### Placed cells, one colour a class, run 1

Scale bar: 20 um.
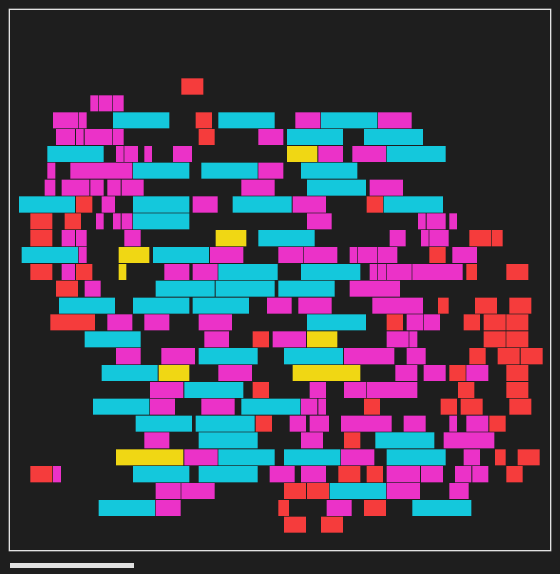
### The clock network, run 1

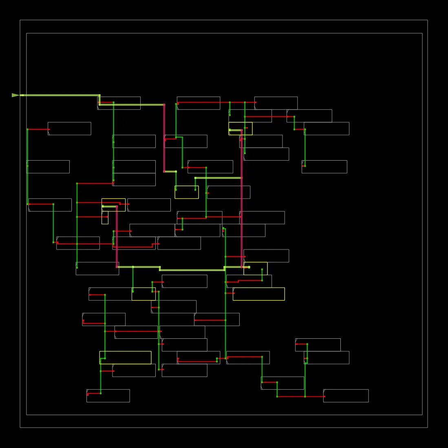
### Floorplan with the power grid, run 1

Pins as bars on the die edge. Tap cells in grey.
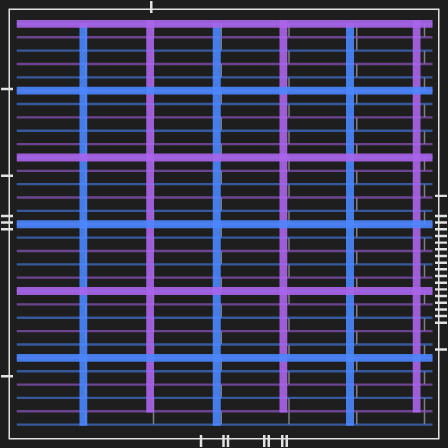
### src/rtl/cb_pkg.sv
// Shared definitions for the parametrised X-channel connection block:
// select-field sizing, the OFF code and the chain-counter states.
package cb_pkg;

    localparam int DEF_CHAN_WIDTH = 5;

    // Select field must hold 2*chan_width track codes plus one OFF code.
    function automatic int sel_bits(input int chan_width);
        return $clog2(2 * chan_width + 1);
    endfunction

    localparam int DEF_SEL_BITS = sel_bits(DEF_CHAN_WIDTH);

    // OFF is the all-ones code; any code >= 2*CHAN_WIDTH also decodes to 0.
    localparam logic [DEF_SEL_BITS-1:0] SEL_OFF = '1;

    typedef enum logic [1:0] {
        CNT_EMPTY,
        CNT_LOADING,
        CNT_FULL,
        CNT_OVER
    } cnt_state_e;

endpackage

### src/rtl/cb_track_mux.sv
// One grid-pin selector: picks a left or right channel track by code,
// or drives constant 0 for OFF and any unused code.
module cb_track_mux
    import cb_pkg::*;
#(
    parameter int CHAN_WIDTH = 5,
    parameter int SEL_BITS   = sel_bits(CHAN_WIDTH)
) (
    input  logic [CHAN_WIDTH-1:0] chan_left,
    input  logic [CHAN_WIDTH-1:0] chan_right,
    input  logic [SEL_BITS-1:0]   sel,
    output logic                  pin_out
);

    logic [2*CHAN_WIDTH-1:0] tracks;

    // Codes 0..CW-1 hit the left tracks, CW..2CW-1 the right tracks.
    assign tracks = {chan_right, chan_left};

    always_comb begin
        pin_out = 1'b0;
        for (int i = 0; i < 2 * CHAN_WIDTH; i++) begin
            if (sel == SEL_BITS'(i)) pin_out = tracks[i];
        end
    end

endmodule

### src/rtl/cbx_param_shadow.sv
// X-channel connection block with a shadow configuration chain that is
// length-checked and applied atomically on cfg_commit.
module cbx_param_shadow
    import cb_pkg::*;
#(
    parameter int CHAN_WIDTH = 5,
    parameter int NUM_IPIN   = 5,
    parameter int SEL_BITS   = sel_bits(CHAN_WIDTH),
    parameter int CHAIN_LEN  = NUM_IPIN * SEL_BITS
) (
    input  logic                  prog_clk,
    input  logic                  pReset,
    input  logic                  ccff_en,
    input  logic                  ccff_head,
    input  logic                  cfg_commit,
    output logic                  ccff_tail,
    output logic                  cfg_done,
    output logic                  cfg_err,
    input  logic [CHAN_WIDTH-1:0] chanx_left_in,
    input  logic [CHAN_WIDTH-1:0] chanx_right_in,
    output logic [CHAN_WIDTH-1:0] chanx_left_out,
    output logic [CHAN_WIDTH-1:0] chanx_right_out,
    output logic [NUM_IPIN-1:0]   ipin_out
);

    localparam int CNT_W = $clog2(CHAIN_LEN + 1);
    localparam logic [CNT_W-1:0] CNT_FULL_V = CNT_W'(CHAIN_LEN);

    logic [CHAIN_LEN-1:0] shadow_q, shadow_d;
    logic [CHAIN_LEN-1:0] active_q, active_d;
    logic [CNT_W-1:0]     cnt_q, cnt_d, cnt_base;
    logic                 ovf_q, ovf_d, ovf_base;
    logic                 err_q, err_d;
    logic                 commit_ok;
    cnt_state_e           cnt_state;

    assign chanx_left_out  = chanx_right_in;
    assign chanx_right_out = chanx_left_in;
    assign ccff_tail       = shadow_q[CHAIN_LEN-1];
    assign cfg_err         = err_q;

    always_comb begin
        if (ovf_q)                   cnt_state = CNT_OVER;
        else if (cnt_q == '0)        cnt_state = CNT_EMPTY;
        else if (cnt_q == CNT_FULL_V) cnt_state = CNT_FULL;
        else                         cnt_state = CNT_LOADING;
    end

    assign cfg_done  = (cnt_state == CNT_FULL);
    assign commit_ok = cfg_commit & cfg_done;

    // A commit decides on and copies the pre-shift chain; a shift in the
    // same cycle then counts from the cleared value.
    always_comb begin
        shadow_d = shadow_q;
        if (ccff_en) shadow_d = {shadow_q[CHAIN_LEN-2:0], ccff_head};

        active_d = commit_ok ? shadow_q : active_q;

        err_d = err_q;
        if (cfg_commit) err_d = ~cfg_done;

        cnt_base = cfg_commit ? '0 : cnt_q;
        ovf_base = cfg_commit ? 1'b0 : ovf_q;
        cnt_d    = cnt_base;
        ovf_d    = ovf_base;
        if (ccff_en) begin
            if (cnt_base == CNT_FULL_V) ovf_d = 1'b1;
            else                        cnt_d = cnt_base + 1'b1;
        end
    end

    always_ff @(posedge prog_clk or posedge pReset) begin
        if (pReset) begin
            shadow_q <= '0;
            active_q <= '1;
            cnt_q    <= '0;
            ovf_q    <= 1'b0;
            err_q    <= 1'b0;
        end else begin
            shadow_q <= shadow_d;
            active_q <= active_d;
            cnt_q    <= cnt_d;
            ovf_q    <= ovf_d;
            err_q    <= err_d;
        end
    end

    for (genvar k = 0; k < NUM_IPIN; k++) begin : g_pin
        cb_track_mux #(
            .CHAN_WIDTH(CHAN_WIDTH),
            .SEL_BITS  (SEL_BITS)
        ) u_mux (
            .chan_left (chanx_left_in),
            .chan_right(chanx_right_in),
            .sel       (active_q[k*SEL_BITS +: SEL_BITS]),
            .pin_out   (ipin_out[k])
        );
    end

endmodule

### config.mk
export PLATFORM = sky130hd
export DESIGN_NAME = cbx_param_shadow
export DESIGN_NICKNAME = d
export VERILOG_FILES = /design/src/rtl/cb_pkg.sv /design/src/rtl/cb_track_mux.sv /design/src/rtl/cbx_param_shadow.sv
export SDC_FILE = /design/constraint.sdc
export NUM_CORES = 1
export LEC_CHECK = 0
export CAP_MARGIN = 20
export CORE_UTILIZATION = 35
export DETAILED_ROUTE_END_ITERATION = 10
export SLEW_MARGIN = 20
export SYNTH_ARGS = -nofsm -noshare
export SYNTH_HDL_FRONTEND = slang
export SYNTH_SLANG_ARGS = --single-unit
### constraint.sdc
create_clock -name prog_clk -period 2 [get_ports prog_clk]
set_input_delay 0.2 -clock prog_clk [delete_from_list [all_inputs] [get_ports prog_clk]]
set_output_delay 0.2 -clock prog_clk [all_outputs]
set_load 0.01 [all_outputs]
==> qor.yml, run 1 <==
status:
  status: "complete, no violations"
clock_network:
  cts.clk_slew.worst_paths_ps: 80
  cts_root_buf: "clkbuf_8"
  clockBufferDepth: 2
  cts_setup_buffers: 7
  cts_hold_buf: 0
finish:
  seq_area_share_pct: 38.82
  reg_top3: "active_q (20), shadow_q (20), cnt_q (5)"
  syn2layout_area_growth_pct: 21.94
  comb_area_share_pct: 37.12
  diodes: 0
  final-clk-cell-share_pct: 4.286
  buf_share_pct: 15.29
  buffers: 54
  ff_count: 47
  final_nets: 239
  inverters: 5
  comb_area_sq_mm: 0.001149
  drive_gt1_share_pct: 47.53
  layoutNonFillerInstCount: 319
routing:
  wl_met3_um: 239
  drt_first_pass_iters: 4
  wl_met1_um: 2398
  wl_met2_um: 2111
  postRouteAntennaNets: 0
  wirelength_um: 4805
  vias: 1536
  wl_per_cell_um: 15.06
  highest_layer: "met4"
yosys:
  ys_warn_count: 0
  area_leaders: "dfrtp_1 27%, dfstp_2 21%, mux2_4 11%"
  edf_count: 0
  yosys.stat.seqShare_pct: 47.34
  syn-num-nets: 202
  async_flop_share_pct: 100.0
  avgSynthCellArea_sq_um: 13.72
  netlist_area_sq_mm: 0.002537
  syn_inst: 185
  aoi_share_pct: 4.931
  yosys_area_sq_mm: 0.002537
  synth.comb.largest_family: "multiplexers"
  netlist_top_cells_count: "27 x dfrtp_1, 24 x mux2_2, 20 x dfstp_2"
  top_area_cell: "dfrtp_1"
  top_cell: "dfrtp_1"
worst_setup_path:
  rr_endpoint: "active_q[5]$_DFFE_PP1P_"
  cp_slowest_cell: "dfstp_2"
  cp-end-kind: "output pin"
  slowest_delay_ps: 580
  path_depth: 4
  cp.buffers_inverters: 1
  cp_cell_sequence: "mux4_2 > a32oi_1 > nand2_1 > buf_2"
  cp_data_required_time_ps: 1800
  r2r_cells: 3
  crit_arrival_ps: 1800
  crit_family: "flip-flops"
  setup.worst_path.end: "ipin_out[4]"
pwr:
  p_int_w: 0.001861
  pg_seq_w: 0.00125
  vdd_drop_max_uv: 595.9
  switchingPower_w: 0.0005688
  power_leader: "sequential cells"
  p_total_w: 0.002430
  switching_share_pct: 23.41
  clkPwrFrac_pct: 33.3
global_routing:
  grt_pass1_wl_um: 7831
  grt_overflow: 0
  use_met3_pct: 2.938
  grt_use_met2_pct: 20.47
  antenna_found_initial: 0
final_timing:
  fmax_mhz: 500.7
  setup_tns_ps: 0
  slew_viol_final: 0
  slew_headroom_pct: 62.05
  fin_crit_sh_pct: 99.87
  worst_slew_pin_slew_ps: 568.0
  hold_viol: 0
  hold_slack_ps: 230.3
  setup_slack_ps: 2.663
  post-route-min-period_ps: 1997
  rsz0062_at_grt: "yes"
die:
  coreArea_sq_mm: 0.006907
  die_area_sq_mm: 0.007594
place:
  port_buffers: 32
  placedCellCount: 304
  gp_congestion: 0.7619
  pre_cts_ws_ps: -201.9
  placed_area_sq_mm: 0.002934
run:
  maxCapViolations: 0
worst_hold_path:
  hold_class: "in -> async"
Notes on 'Placed cells, one colour a class' above:
remaining buffers and delay cells -> red  # cells 54
sequential cells -> cyan  # cells 47
remaining logic cells -> magenta  # cells 114
clock drivers and dummy loads -> yellow  # cells 8

Notes on 'The clock network' above:
Worst-Skew Late Latency: 300 ps
clk pwr: 0.000808 W
clock buffers: 6
Num CTS Buffers: 5

Notes on 'Floorplan with the power grid' above:
VDD -> purple
VSS -> blue
met1 rails = 31
signal pins = 33

### Selected gate families, run 1

Scale bar: 20 um.
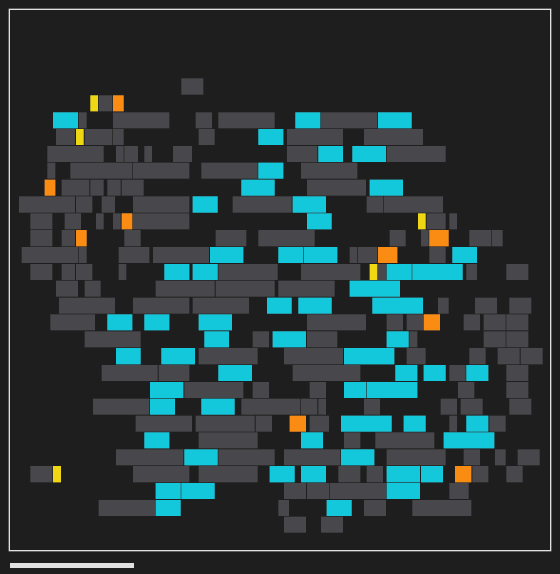

==> run 2: changes to the inputs <==
--- a/config.mk
+++ b/config.mk
@@ -6,8 +6,9 @@
 export NUM_CORES = 1
 export LEC_CHECK = 0
 export CAP_MARGIN = 20
-export CORE_UTILIZATION = 35
+export CORE_UTILIZATION = 55
 export DETAILED_ROUTE_END_ITERATION = 10
+export PLACE_DENSITY = 0.8
 export SLEW_MARGIN = 20
 export SYNTH_ARGS = -nofsm -noshare
 export SYNTH_HDL_FRONTEND = slang
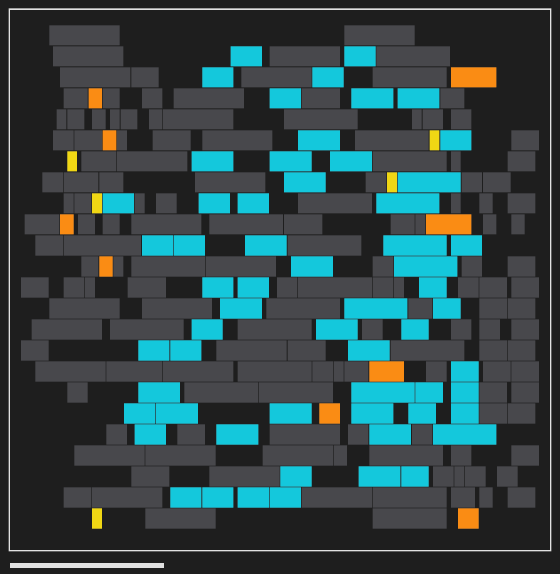
*Selected gate families, run 2*
Scale bar: 20 um.
aoi and oai cells -> orange  # cells 9, most used a21oi_1, where widely spread
mux cells -> cyan  # cells 59, most used mux2_2
inv cells -> yellow  # cells 5, most used inv_1
most used logic cell in the final layout: dfrtp_1
fin cells: 272

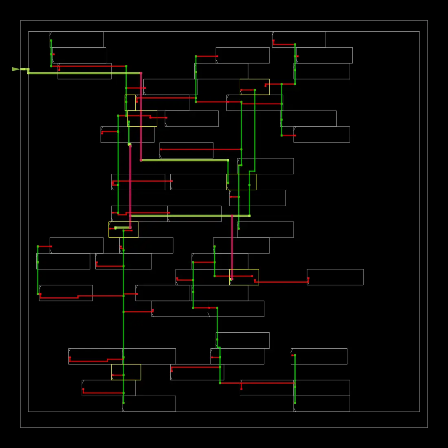
*The clock network, run 2*
CTS sink cnt: 47
sequential cell count: 47
clock skew: 4.994 ps
Worst-Skew Late Latency: 290 ps

==> qor.yml, run 2 <==
status:
  status: "complete, no violations"  # unchanged
yosys:
  aoi_share_pct: 4.931  # unchanged
  top_area_cell: "dfrtp_1"  # unchanged
  avgSynthCellArea_sq_um: 13.72  # unchanged
  syn-num-nets: 202  # unchanged
  area_leaders: "dfrtp_1 27%, dfstp_2 21%, mux2_4 11%"  # unchanged
  syn_inst: 185  # unchanged
  async_flop_share_pct: 100.0  # unchanged
  synth.comb.largest_family: "multiplexers"  # unchanged
  edf_count: 0  # unchanged
  yosys_area_sq_mm: 0.002537  # unchanged
  ys_warn_count: 0  # unchanged
  top_cell: "dfrtp_1"  # unchanged
  netlist_area_sq_mm: 0.002537  # unchanged
  netlist_top_cells_count: "27 x dfrtp_1, 24 x mux2_2, 20 x dfstp_2"  # unchanged
pwr:
  switchingPower_w: 0.0005641  # was 0.0005688 W
  vdd_drop_max_uv: 531.4  # was 595.9 uV
  clkPwrFrac_pct: 25.7  # was 33.3%
  switching_share_pct: 25.76  # was 23.41%
  power_leader: "sequential cells"  # unchanged
  pg_seq_w: 0.00126  # was 0.00125 W
  p_int_w: 0.001625  # was 0.001861 W
  p_total_w: 0.002189  # was 0.002430 W
worst_setup_path:
  crit_arrival_ps: 1780  # was 1800 ps
  r2r_cells: 5  # was 3
  worstSetupPathType: "reg -> out"  # unchanged
  cp_cell_sequence: "mux4_2 > a32oi_2 > nand2_1 > buf_2"  # was mux4_2 > a32oi_1 > nand2_1 > buf_2
  cp_slowest_cell: "dfstp_2"  # unchanged
  setup.worst_path.end: "ipin_out[3]"  # was ipin_out[4]
  cp.buffers_inverters: 1  # unchanged
  cp_data_required_time_ps: 1800  # about the same
  cp-end-kind: "output pin"  # unchanged
  rr_endpoint: "cnt_q[0]$_DFF_PP0_"  # was active_q[5]$_DFFE_PP1P_
  slowest_delay_ps: 570  # was 580 ps
  path_depth: 4  # unchanged
  crit_family: "flip-flops"  # unchanged
  cp-start-kind: "register"  # unchanged
finish:
  syn2layout_area_growth_pct: 18.29  # was 21.94%
  diodes: 0  # unchanged
  buffers: 52  # was 54
  flop_area_sq_mm: 0.001201  # unchanged
  drive_gt1_share_pct: 48.18  # was 47.53%
  inverters: 5  # unchanged
  final-clk-cell-share_pct: 2.918  # was 4.286%
  seq_area_share_pct: 40.02  # was 38.82%
  reg_top3: "active_q (20), shadow_q (20), cnt_q (5)"  # unchanged
  comb_area_share_pct: 38.93  # was 37.12%
  nClkBuffers: 6  # unchanged
  buf_share_pct: 15.34  # was 15.29%
  final_nets: 237  # was 239
routing:
  wl_per_cell_um: 16.81  # was 15.06 um
  drt_first_pass_iters: 4  # unchanged
  wirelength_um: 4573  # was 4805 um
  vias: 1564  # was 1,536
  wl_met3_um: 193  # was 239 um
  highest_layer: "met4"  # unchanged
  wl_met1_um: 2002  # was 2398 um
  postRouteAntennaNets: 0  # unchanged
  wl_met2_um: 2308  # was 2111 um
clock_network:
  cts_setup_buffers: 9  # was 7
  cts_hold_buf: 0  # unchanged
  cts_buffers: 5  # unchanged
  cts.clk_slew.worst_paths_ps: 80  # about the same
  cts_root_buf: "clkbuf_8"  # unchanged
final_timing:
  setup_tns_ps: 0  # unchanged
  fin_crit_sh_pct: 99.07  # was 99.87%
  slew_headroom_pct: 63.14  # was 62.05%
  slew_viol_final: 0  # unchanged
  worst_slew_pin_slew_ps: 552.9  # was 568.0 ps
  hold_slack_ps: 360.7  # was 230.3 ps
  setup_slack_ps: 18.69  # was 2.663 ps
  fmax_mhz: 504.7  # was 500.7 MHz
  rsz0062_at_grt: "yes"  # unchanged
  hold_viol: 0  # unchanged
  post-route-min-period_ps: 1981  # was 1997 ps
worst_hold_path:
  hold_class: "in -> async"  # unchanged
run:
  maxCapViolations: 0  # unchanged
  tool_warnings: 28  # was 29
die:
  coreArea_sq_mm: 0.004384  # was 0.006907 sq mm
  die_area_sq_mm: 0.004889  # was 0.007594 sq mm
place:
  placed_area_sq_mm: 0.002841  # was 0.002934 sq mm
  port_buffers: 32  # unchanged
  placedCellCount: 255  # was 304
global_routing:
  grt_use_met2_pct: 34.62  # was 20.47%
  antenna_found_initial: 0  # unchanged
  grt_pass1_wl_um: 7907  # was 7831 um
  grt_pass1_vias: 1667  # was 1,561
  use_met3_pct: 4.329  # was 2.938%
  grt_overflow: 0  # unchanged
### Placed cells, one colour a class, run 2

Scale bar: 20 um.
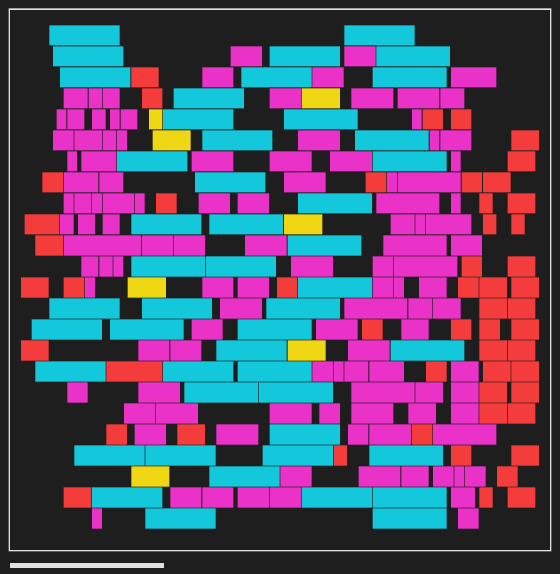

==> run 3: changes to the inputs <==
--- a/config.mk
+++ b/config.mk
@@ -5,10 +5,11 @@
 export SDC_FILE = /design/constraint.sdc
 export NUM_CORES = 1
 export LEC_CHECK = 0
-export CAP_MARGIN = 20
-export CORE_UTILIZATION = 55
+export CAP_MARGIN = 15
+export CORE_UTILIZATION = 57
+export CTS_BUF_LIST = sky130_fd_sc_hd__clkbuf_4 sky130_fd_sc_hd__clkbuf_8
 export DETAILED_ROUTE_END_ITERATION = 10
-export PLACE_DENSITY = 0.8
+export PLACE_DENSITY = 0.93
 export SLEW_MARGIN = 20
 export SYNTH_ARGS = -nofsm -noshare
 export SYNTH_HDL_FRONTEND = slang
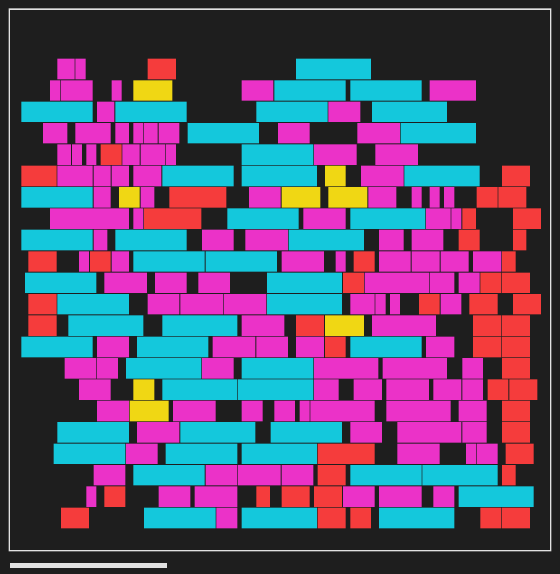
*Placed cells, one colour a class, run 3*
Scale bar: 20 um.
remaining logic cells -> magenta  # cells 114
clock drivers and dummy loads -> yellow  # cells 8
sequential cells -> cyan  # cells 47
remaining buffers and delay cells -> red  # cells 48
fin util: 72.04%
core area: 0.004144 sq mm

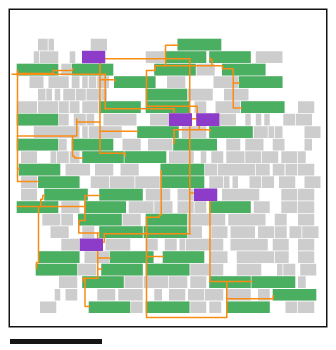
*Clock network drawn from the DEF, run 3*
Scale bar: 20 um.
flip-flops -> green  # count 47
clock wires -> orange  # length 507 um
clock-net drivers -> purple  # count 5
routed clock nets = 6
flops lie = widely spread

==> qor.yml, run 3 <==
clock_network:
  clk_latency_ps: 300  # was 290 ps
  cts_root_buf: "clkbuf_8"  # unchanged
  cts.clk_slew.worst_paths_ps: 80  # about the same
  cts_setup_buffers: 7  # was 9
yosys:
  avgSynthCellArea_sq_um: 13.72  # unchanged
  ys_warn_count: 0  # unchanged
  synth.comb.largest_family: "multiplexers"  # unchanged
  netlist_area_sq_mm: 0.002537  # unchanged
  syn_inst: 185  # unchanged
  top_area_cell: "dfrtp_1"  # unchanged
finish:
  layoutNonFillerInstCount: 267  # was 272
  final_common_cell: "dfrtp_1"  # unchanged
  final-clk-cell-share_pct: 3.060  # was 2.918%
  reg_top3: "active_q (20), shadow_q (20), cnt_q (5)"  # unchanged
  syn2layout_area_growth_pct: 17.65  # was 18.29%
  seq_area_share_pct: 40.23  # was 40.02%
  buffers: 48  # was 52
routing:
  wl_per_cell_um: 18.67  # was 16.81 um
  wirelength_um: 4984  # was 4573 um
  wl_met1_um: 2173  # was 2002 um
worst_setup_path:
  r2r_cells: 5  # unchanged
  rr_endpoint: "cnt_q[0]$_DFF_PP0_"  # unchanged
  cp-start-kind: "register"  # unchanged
final_timing:
  fmax_mhz: 494.9  # was 504.7 MHz
  setup_viol: 1  # was 0
  setup_slack_ps: -20.74  # was 18.69 ps
  hold_slack_ps: 350.9  # was 360.7 ps
  hold_viol: 0  # unchanged
status:
  failed_checks: "setup timing"
  status: "complete, but fails checks"  # was complete, no violations
pwr:
  power_leader: "sequential cells"  # unchanged
  pg_seq_w: 0.00126  # about the same
  clkPwrFrac_pct: 26.2  # was 25.7%
  clock_net_power_w: 0.000579  # was 0.000562 W
place:
  gp_congestion: 0.8377  # was 0.8374
  port_buffers: 32  # unchanged
global_routing:
  use_met3_pct: 5.921  # was 4.329%
Power and IR drop assume default switching activity.
